### src/rtl/neuron_mac.sv
// Fixed-point neuron: MAC over N_INPUTS samples, then bias, ReLU and saturation to DATA_W.
// Latency: result valid 2 edges after the edge accepting the last beat (one FINAL cycle).
// Backpressure: input stalls (in_ready=0) in FINAL/OUTPUT; result held until out_ready.
//
// Ports:
//   clk, reset                 rising-edge clock, async active-low reset
//   w_we, w_addr, w_data       weight write port (ignored for w_addr >= N_INPUTS)
//   bias                       signed bias, sampled during FINAL
//   in_valid/in_ready/in_data  activation sample stream
//   out_valid/out_ready/out_data  8-bit result stream (0..2**(DATA_W-1)-1)
//   busy                       high while a vector is in flight
module neuron_mac #(
  parameter int N_INPUTS  = 4,
  parameter int ADDR_W    = 2,
  parameter int DATA_W    = 8,
  parameter int FRAC_BITS = 4,
  parameter int ACC_W     = 20
) (
  input  logic                     clk,
  input  logic                     reset,
  input  logic                     w_we,
  input  logic [ADDR_W-1:0]        w_addr,
  input  logic signed [DATA_W-1:0] w_data,
  input  logic signed [DATA_W-1:0] bias,
  input  logic                     in_valid,
  output logic                     in_ready,
  input  logic signed [DATA_W-1:0] in_data,
  output logic                     out_valid,
  input  logic                     out_ready,
  output logic signed [DATA_W-1:0] out_data,
  output logic                     busy
);

  localparam logic [1:0] ST_ACCUM  = 2'd0;
  localparam logic [1:0] ST_FINAL  = 2'd1;
  localparam logic [1:0] ST_OUTPUT = 2'd2;

  localparam int PROD_W = 2 * DATA_W;

  // One extra bit so N_INPUTS == 2**ADDR_W is representable.
  localparam logic [ADDR_W:0]        N_LIM     = (ADDR_W+1)'(N_INPUTS);
  localparam logic [ADDR_W-1:0]      LAST_IDX  = ADDR_W'(N_INPUTS - 1);
  localparam logic signed [ACC_W-1:0]  SAT_MAX = ACC_W'((2 ** (DATA_W - 1)) - 1);
  localparam logic signed [DATA_W-1:0] SAT_OUT = DATA_W'((2 ** (DATA_W - 1)) - 1);

  logic [1:0]               state;
  logic [ADDR_W-1:0]        count;
  logic signed [ACC_W-1:0]  acc;
  logic signed [DATA_W-1:0] w [N_INPUTS];

  logic                     beat;
  logic signed [PROD_W-1:0] prod;
  logic signed [ACC_W-1:0]  prod_ext;
  logic signed [ACC_W-1:0]  shifted;
  logic signed [ACC_W-1:0]  bias_ext;
  logic signed [ACC_W-1:0]  r;
  logic signed [DATA_W-1:0] result;

  assign in_ready = (state == ST_ACCUM);
  assign beat     = in_valid && in_ready;
  assign busy     = (state != ST_ACCUM) || (count != '0);

  always_comb begin
    // Operands are widened before the multiply so the full signed product is kept.
    prod     = PROD_W'(in_data) * PROD_W'(w[count]);
    prod_ext = ACC_W'(prod);
    // Arithmetic shift floors toward minus infinity, matching the Q-format rescale.
    shifted  = acc >>> FRAC_BITS;
    bias_ext = ACC_W'(bias);
    r        = shifted + bias_ext;
    if (r[ACC_W-1]) begin
      result = '0;
    end else if (r > SAT_MAX) begin
      result = SAT_OUT;
    end else begin
      result = r[DATA_W-1:0];
    end
  end

  // Weight store. A write racing the MAC read of the same index lands on the
  // same edge, so the MAC sees the old value and the new one from the next edge.
  always_ff @(posedge clk or negedge reset) begin
    if (!reset) begin
      for (int i = 0; i < N_INPUTS; i++) begin
        w[i] <= '0;
      end
    end else if (w_we && ({1'b0, w_addr} < N_LIM)) begin
      w[w_addr] <= w_data;
    end
  end

  always_ff @(posedge clk or negedge reset) begin
    if (!reset) begin
      state     <= ST_ACCUM;
      count     <= '0;
      acc       <= '0;
      out_valid <= 1'b0;
      out_data  <= '0;
    end else begin
      case (state)
        ST_ACCUM: begin
          if (beat) begin
            acc <= acc + prod_ext;
            if (count == LAST_IDX) begin
              count <= '0;
              state <= ST_FINAL;
            end else begin
              count <= count + 1'b1;
            end
          end
        end
        ST_FINAL: begin
          out_data  <= result;
          out_valid <= 1'b1;
          acc       <= '0;
          state     <= ST_OUTPUT;
        end
        ST_OUTPUT: begin
          if (out_valid && out_ready) begin
            out_valid <= 1'b0;
            state     <= ST_ACCUM;
          end
        end
        default: begin
          state <= ST_ACCUM;
        end
      endcase
    end
  end

endmodule

### config.mk
export PLATFORM = sky130hd
export DESIGN_NAME = neuron_mac
export DESIGN_NICKNAME = d
export VERILOG_FILES = /design/src/rtl/neuron_mac.sv
export SDC_FILE = /design/constraint.sdc
export NUM_CORES = 1
export LEC_CHECK = 0
export CORE_MARGIN = 1
export CORE_UTILIZATION = 67
export DETAILED_ROUTE_END_ITERATION = 8
export PLACE_DENSITY_LB_ADDON = 0.15
export SYNTH_ARGS = -nofsm -noshare
export SYNTH_HDL_FRONTEND = slang
export SYNTH_SLANG_ARGS = --single-unit
export TNS_END_PERCENT = 5
### constraint.sdc
create_clock -name clk -period 8.4 [get_ports clk]
set_input_delay 1.26 -clock clk [delete_from_list [all_inputs] [get_ports clk]]
set_output_delay 1.26 -clock clk [all_outputs]
set_load 0.01 [all_outputs]
Figure 1. Wiring heat map (run 1).
21 x 21 tiles, from dark blue (low) to red (high), scaled to the fullest tile. Values are wire area over tile area, all layers added.
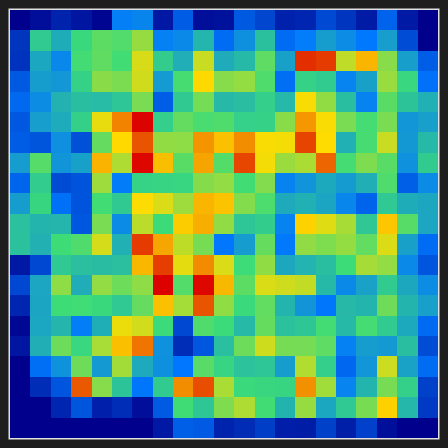
- densest ninth of the die: centre
- fullest tile: 0.51
- tiles over half the peak: 39%
- emptiest ninth of the die: south-west
- mean over tiles: 0.22

Figure 2. Routed clock nets over the placement (run 1).
Bar = 20 µm.
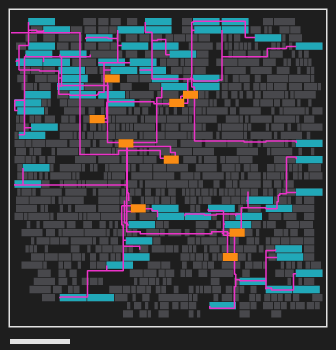
- magenta: clock wires (length 1060 µm)
- cyan: flip-flops (count 65)
- orange: cells driving clock nets (count 9)
- flops lie: spread over the die
- routed clock nets: 10

==> results.txt, run 1 <==
Physical implementation

The run finished with clean final reports. The cell at the root of the clock tree is sky130_fd_sc_hd__clkbuf_8. The max-capacitance violation count is 0. The final number of hold-violating endpoints is 0. The worst-path cell with the longest stage delay is sky130_fd_sc_hd__and2_1. Summed over all nets, wire length on met3 after detailed routing comes to 915 µm.

The synthesized netlist occupies a cell area of 7240 µm². The number of sequential cells reported for the layout is 65. The clock sink count is 65. In this design, the stage delay of the slowest critical-path cell is 0.65 ns. By startpoint and endpoint, the worst setup path is classified as input port to flip-flop.

Once detailed placement completed, the half-perimeter wirelength came to 12.1 mm. The buffer-and-inverter tally for the worst setup path is 3. The TritonCTS clock tree is done. The quantity of gates resized following cts is 0. The aggregate global-route resource usage is 30.8%.

The final weighted congestion recorded by global placement is 0.909. The starting density of the core is 69.5%. The net switching share of the total power is 49.1%. The proportion of cell area occupied by multi-input gates is 64.0%. Sequential cells were found to cover 22.5% of the synthesized design area. The via density per instance is 5.95. Traced cell by cell, the critical path runs through clkdlybuf4s50_1 > and2_1 > inv_1 > fa_1 > inv_1 > fa_1 > fa_1 > fa_1 > fa_1 > ha_1 > o21ai_0 > o21a_1 > o31ai_1 > o41ai_2 > o21bai_1 > mux2i_1 > o311ai_0. The via count of the routed design is 5333. At floorplan, the net count of the design was reported as 896. The power in sequential cells is 0.357 mW. The most used routing layer is met2.

The total CTS buffers is 9. The power group with the largest share is combinational logic. In this run the static leakage power is 3.89 nW. 520 cells are multi-input combinational gates. The slew of the pin with the lowest slew margin is 0.832 ns. The number of enable flip-flop cells is 0. The combinational power is 2.31 mW.

The share of power burned in the clock network is 9.9%. The inverter count of the layout excluding clock inverters is 115. The number of flip-flops and latches in the synthesized netlist is 65.
Figure 3. Placed standard cells (run 1).
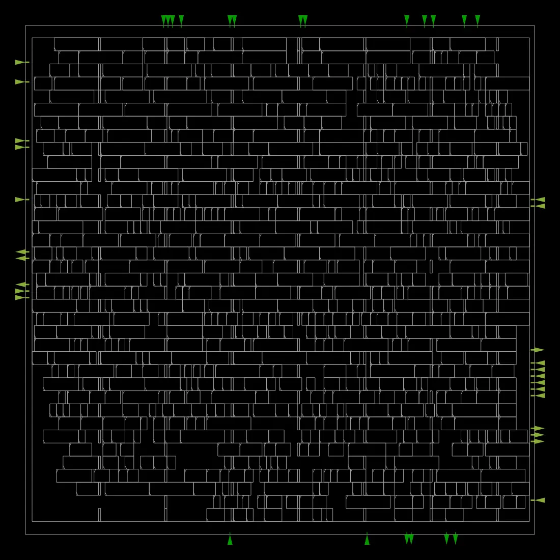
number of placement rows: 37
Post-Route Utilization: 76.6%
Filler Cell Count: 709
sequential cell area share: 20.4%
placeable core region: 10400 µm²

Figure 4. Cell sizes after repair (run 1).
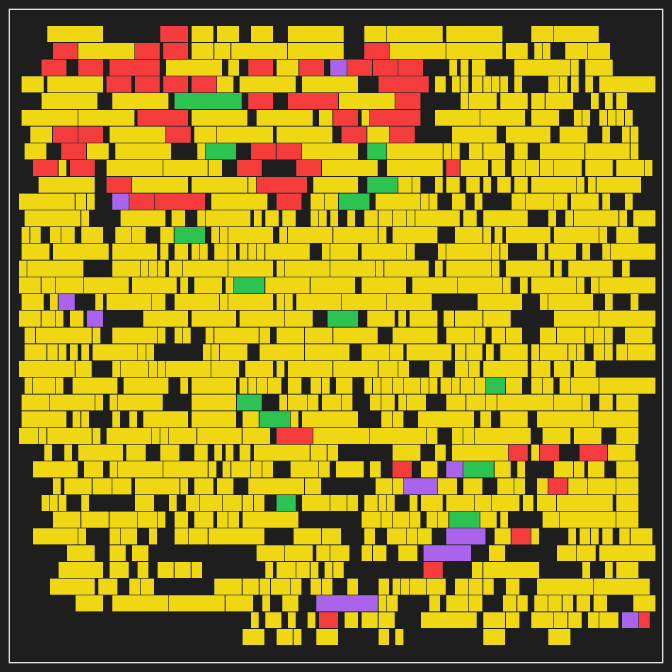
- yellow: drive 1 or less (cells 685; most used inv_1)
- red: drive 2 (cells 52; most used mux2_2)
- green: drive 6 and up (cells 14; most used clkbuf_8)
- purple: drive 3 to 4 (cells 10; most used buf_4)

[run 1: path summary, 6_finish.rpt]
path / start / to / slack (ns) / cells past startpoint
min in group asynchronous: reset / out_data[3]$_DFFE_PN0P_ / 1.06 / 2
min reg2reg: out_data[7]$_DFFE_PN0P_ / out_data[7]$_DFFE_PN0P_ / 0.49 / 1
max in group asynchronous: reset / w[9]$_DFFE_PN0P_ / 6.77 / 2
max: in_data[7] / acc[17]$_DFFE_PN0P_ / 1.66 / 17
min: out_data[7]$_DFFE_PN0P_ / out_data[7]$_DFFE_PN0P_ / 0.49 / 1
max reg2reg: count[0]$_DFFE_PN0P_ / acc[17]$_DFFE_PN0P_ / 1.88 / 17
[run 1: registers in the layout, summed over array words and instances, names as in the netlist]
signal	count
acc	20
count	2
out_data	8
out_valid	1
state	2
w	32
[run 1: cell usage in the layout, fill, tap and decap left out, drive strengths merged, types with 14 or more instances in the layout]
master	instances
nand3	23
dfrtp	65
fa	89
a21oi	24
ha	64
xnor2	14
o21ai	35
clkdlybuf4s50	40
nand2	51
inv	119
and2	40
mux2	34
nor2	27
[run 1: through the flow]
stage	area, µm²	setup WS (ns)	power, mW
final	7980	1.66	2.96
after global routing	7980	1.33	3.29
after CTS	7980	1.67	2.96
after detailed placement	7780	1.31	2.61
after global placement	7780	1.49	2.50
after floorplan	7240	2.45	2.14
[run 1: cells by family after synthesis]
| kind of cell | after synthesis |
|---|---|
| adders and majority gates | 153 |
| buffers and inverters | 127 |
| DFF | 65 |
| muxes | 45 |
| AOI/OAI and AO/OA | 125 |
| and+or+nand+nor | 177 |
| xor gates and xnor gates | 20 |
Figure 5. Register map, names as in the netlist (run 1).
Bar = 20 µm. Other sequential cells in the stronger grey, the rest of the logic in the fainter grey.
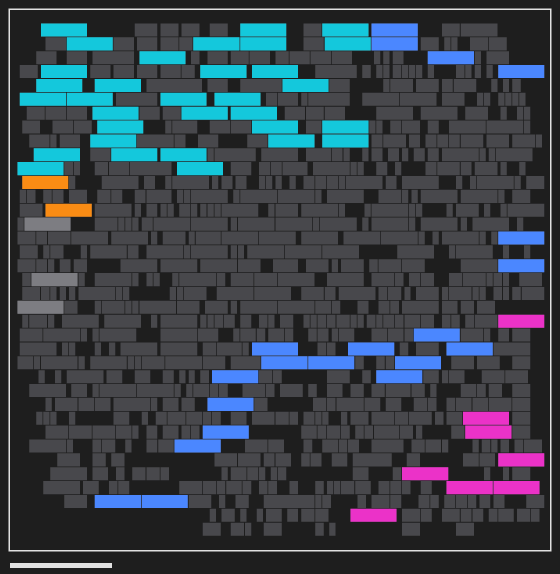

==> run 2, diff against run 1 <==
--- a/config.mk
+++ b/config.mk
@@ -6,7 +6,7 @@
 export NUM_CORES = 1
 export LEC_CHECK = 0
 export CORE_MARGIN = 1
-export CORE_UTILIZATION = 67
+export CORE_UTILIZATION = 56
 export DETAILED_ROUTE_END_ITERATION = 8
 export PLACE_DENSITY_LB_ADDON = 0.15
 export SYNTH_ARGS = -nofsm -noshare
==> constraint.sdc (replaced) <==
create_clock -name clk -period 5.6 [get_ports clk]
set_input_delay 0.84 -clock clk [delete_from_list [all_inputs] [get_ports clk]]
set_output_delay 0.84 -clock clk [all_outputs]
set_load 0.01 [all_outputs]
Figure 6. Register map, names as in the netlist (run 2).
Bar = 20 µm. Other sequential cells in the stronger grey, the rest of the logic in the fainter grey.
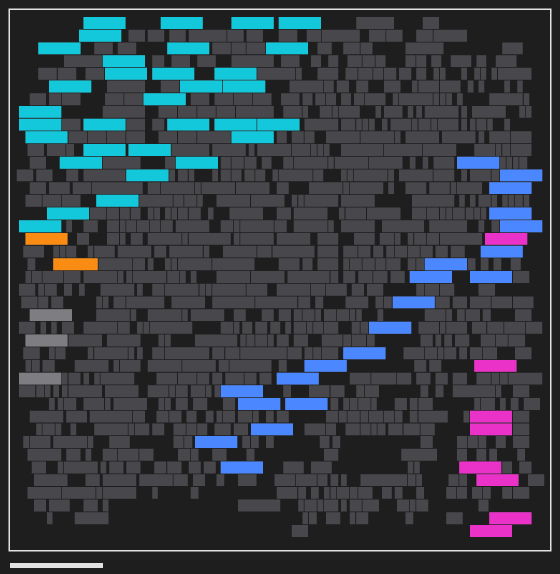
- magenta: out_data (placed flops 8; where south-east)
- blue: acc (placed flops 20)
- orange: count (placed flops 2)
- cyan: w (placed flops 32)
- not coloured: 3

==> run 2 against run 1 <==
  * Wire length rose by 5.6%
  * Utilization fell by 5.4 points
  * Clock power rose by 100%
  * Worst hold slack got worse by 0.14 ns
  * Via count rose by 6.3%
  * Cell area rose by 13%
  * Largest cell class unchanged
==> results.txt, run 2 <==
Physical implementation

The run finished with clean final reports. The overall power consumption came to 6.20 mW (+110%). The clock sink count is 65 (unchanged). The via count of the routed design was 5670 (+6.3%). The worst setup path endpoint is acc[18]$_DFFE_PN0P_. The placer congestion estimate is 0.818 (-10%). The number of flip-flops and latches in the synthesized netlist is 65 (unchanged). The count of fill cells added during filler insertion is 957 (+35%). The final number of hold-violating endpoints is 0 (unchanged). The starting density of the core came to 57.3% (-12 points). The worst register-to-register path begins at count[0]$_DFFE_PN0P_. Walking the worst path, the cells encountered are buf_6 > mux4_2 > nand2_2 > inv_1 > fa_1 > inv_2 > buf_4 > buf_4 > fa_1 > buf_4 > fa_1 > inv_1 > fa_1 > ha_1 > ha_1 > nor2_2 > a311oi_4 > or3_1 > nand3_1. The post-synth net total is 896 (unchanged).

The share of power burned in the clock network is 9.6% (-0.3 points). The kind of critical path is flip-flop to flip-flop. The number of gates on the worst path with buffers counted is 19 (+2). The tree is rooted in a sky130_fd_sc_hd__clkbuf_16.

The buffer-and-inverter tally for the worst setup path is 7 (+4). The via density per instance came to 5.63 (-5.4%). The setup slack of the critical path after layout was 0.106 ns (-1.56 ns). The HPWL reported at the end of detailed placement came to 12.8 mm (+5.8%). The total CTS buffers is 9 (unchanged). The placeable core region was 12600 µm² (+21%). The number of enable flip-flop cells is 0 (unchanged). The share of the core filled with cells is 71.3% (-5.4 points).

The maximum single-stage delay on the critical path is 0.61 ns (-0.04 ns). The row count is 41 (+11%). The registers reported with the highest flop counts are w: 32 flops, acc: 20 flops, out_data: 8 flops. The most common cell after layout, fill and taps aside is sky130_fd_sc_hd__inv_1. The worst-path cell with the longest stage delay is sky130_fd_sc_hd__mux4_2. The number of flip-flops under the largest register name is 32 (unchanged). The number of cell instances on the worst register-to-register path is 19 (+2). The slew of the pin with the lowest slew margin was 0.766 ns (-0.0655 ns).
-- run 2: cells by family after synthesis --
logic type | Yosys count | share of synthesized area (%)
mux | 45 | 8.08
buf+inv | 127 | 6.86
flops | 65 | 22.5
compound gates | 125 | 11.9
fa+ha+maj | 153 | 35.7
xor+xnor | 20 | 2.42
simple gates | 177 | 12.6
-- run 2: power by group through the flow --
stage	registers (mW)	logic, mW	clock network [mW]
finish	0.537	5.07	0.593
global route	0.541	5.62	0.623
CTS	0.537	4.31	0.604
detailed placement	0.545	3.96	0
global placement	0.540	3.86	0
floorplan	0.538	2.67	0
-- run 2: routing by layer --
layer  vias up  part of all wire, %  track usage [%]
met1      2909                   43             33.7
met5         -                    0                0
met4         0                  1.5             8.12
li1       2644                    -                -
met3        15                  3.1             3.71
met2       102                   52             45.5
-- run 2: area by class of cell --
cell class / instances / area, µm² / area share (%)
Multi-Input combinational cell: 520 / 5380 / 59.9
Clock buffer: 9 / 225 / 2.50
Sequential cell: 65 / 1630 / 18.1
Clock inverter: 7 / 85.1 / 0.946
Inverter: 115 / 432 / 4.80
Tap cell: 172 / 215 / 2.39
Timing Repair Buffer: 120 / 1020 / 11.4
-- run 2: repair_timing --
action | 4_1_cts | 5_1_grt
endpoints found under the setup margin | 7 | 6
setup buffers | 9 | 5
pin swaps | 13 | 42
gates resized | 24 | 45
-- run 2: per-stage QoR --
stage	instance area, µm²	cells
2_1_floorplan	7240	712
3_3_place_gp	8280	978
3_5_place_dp	8280	978
4_1_cts	8750	1003
5_1_grt	8990	1008
6_report	8990	1008
Power is estimated from default activity; no workload was simulated.
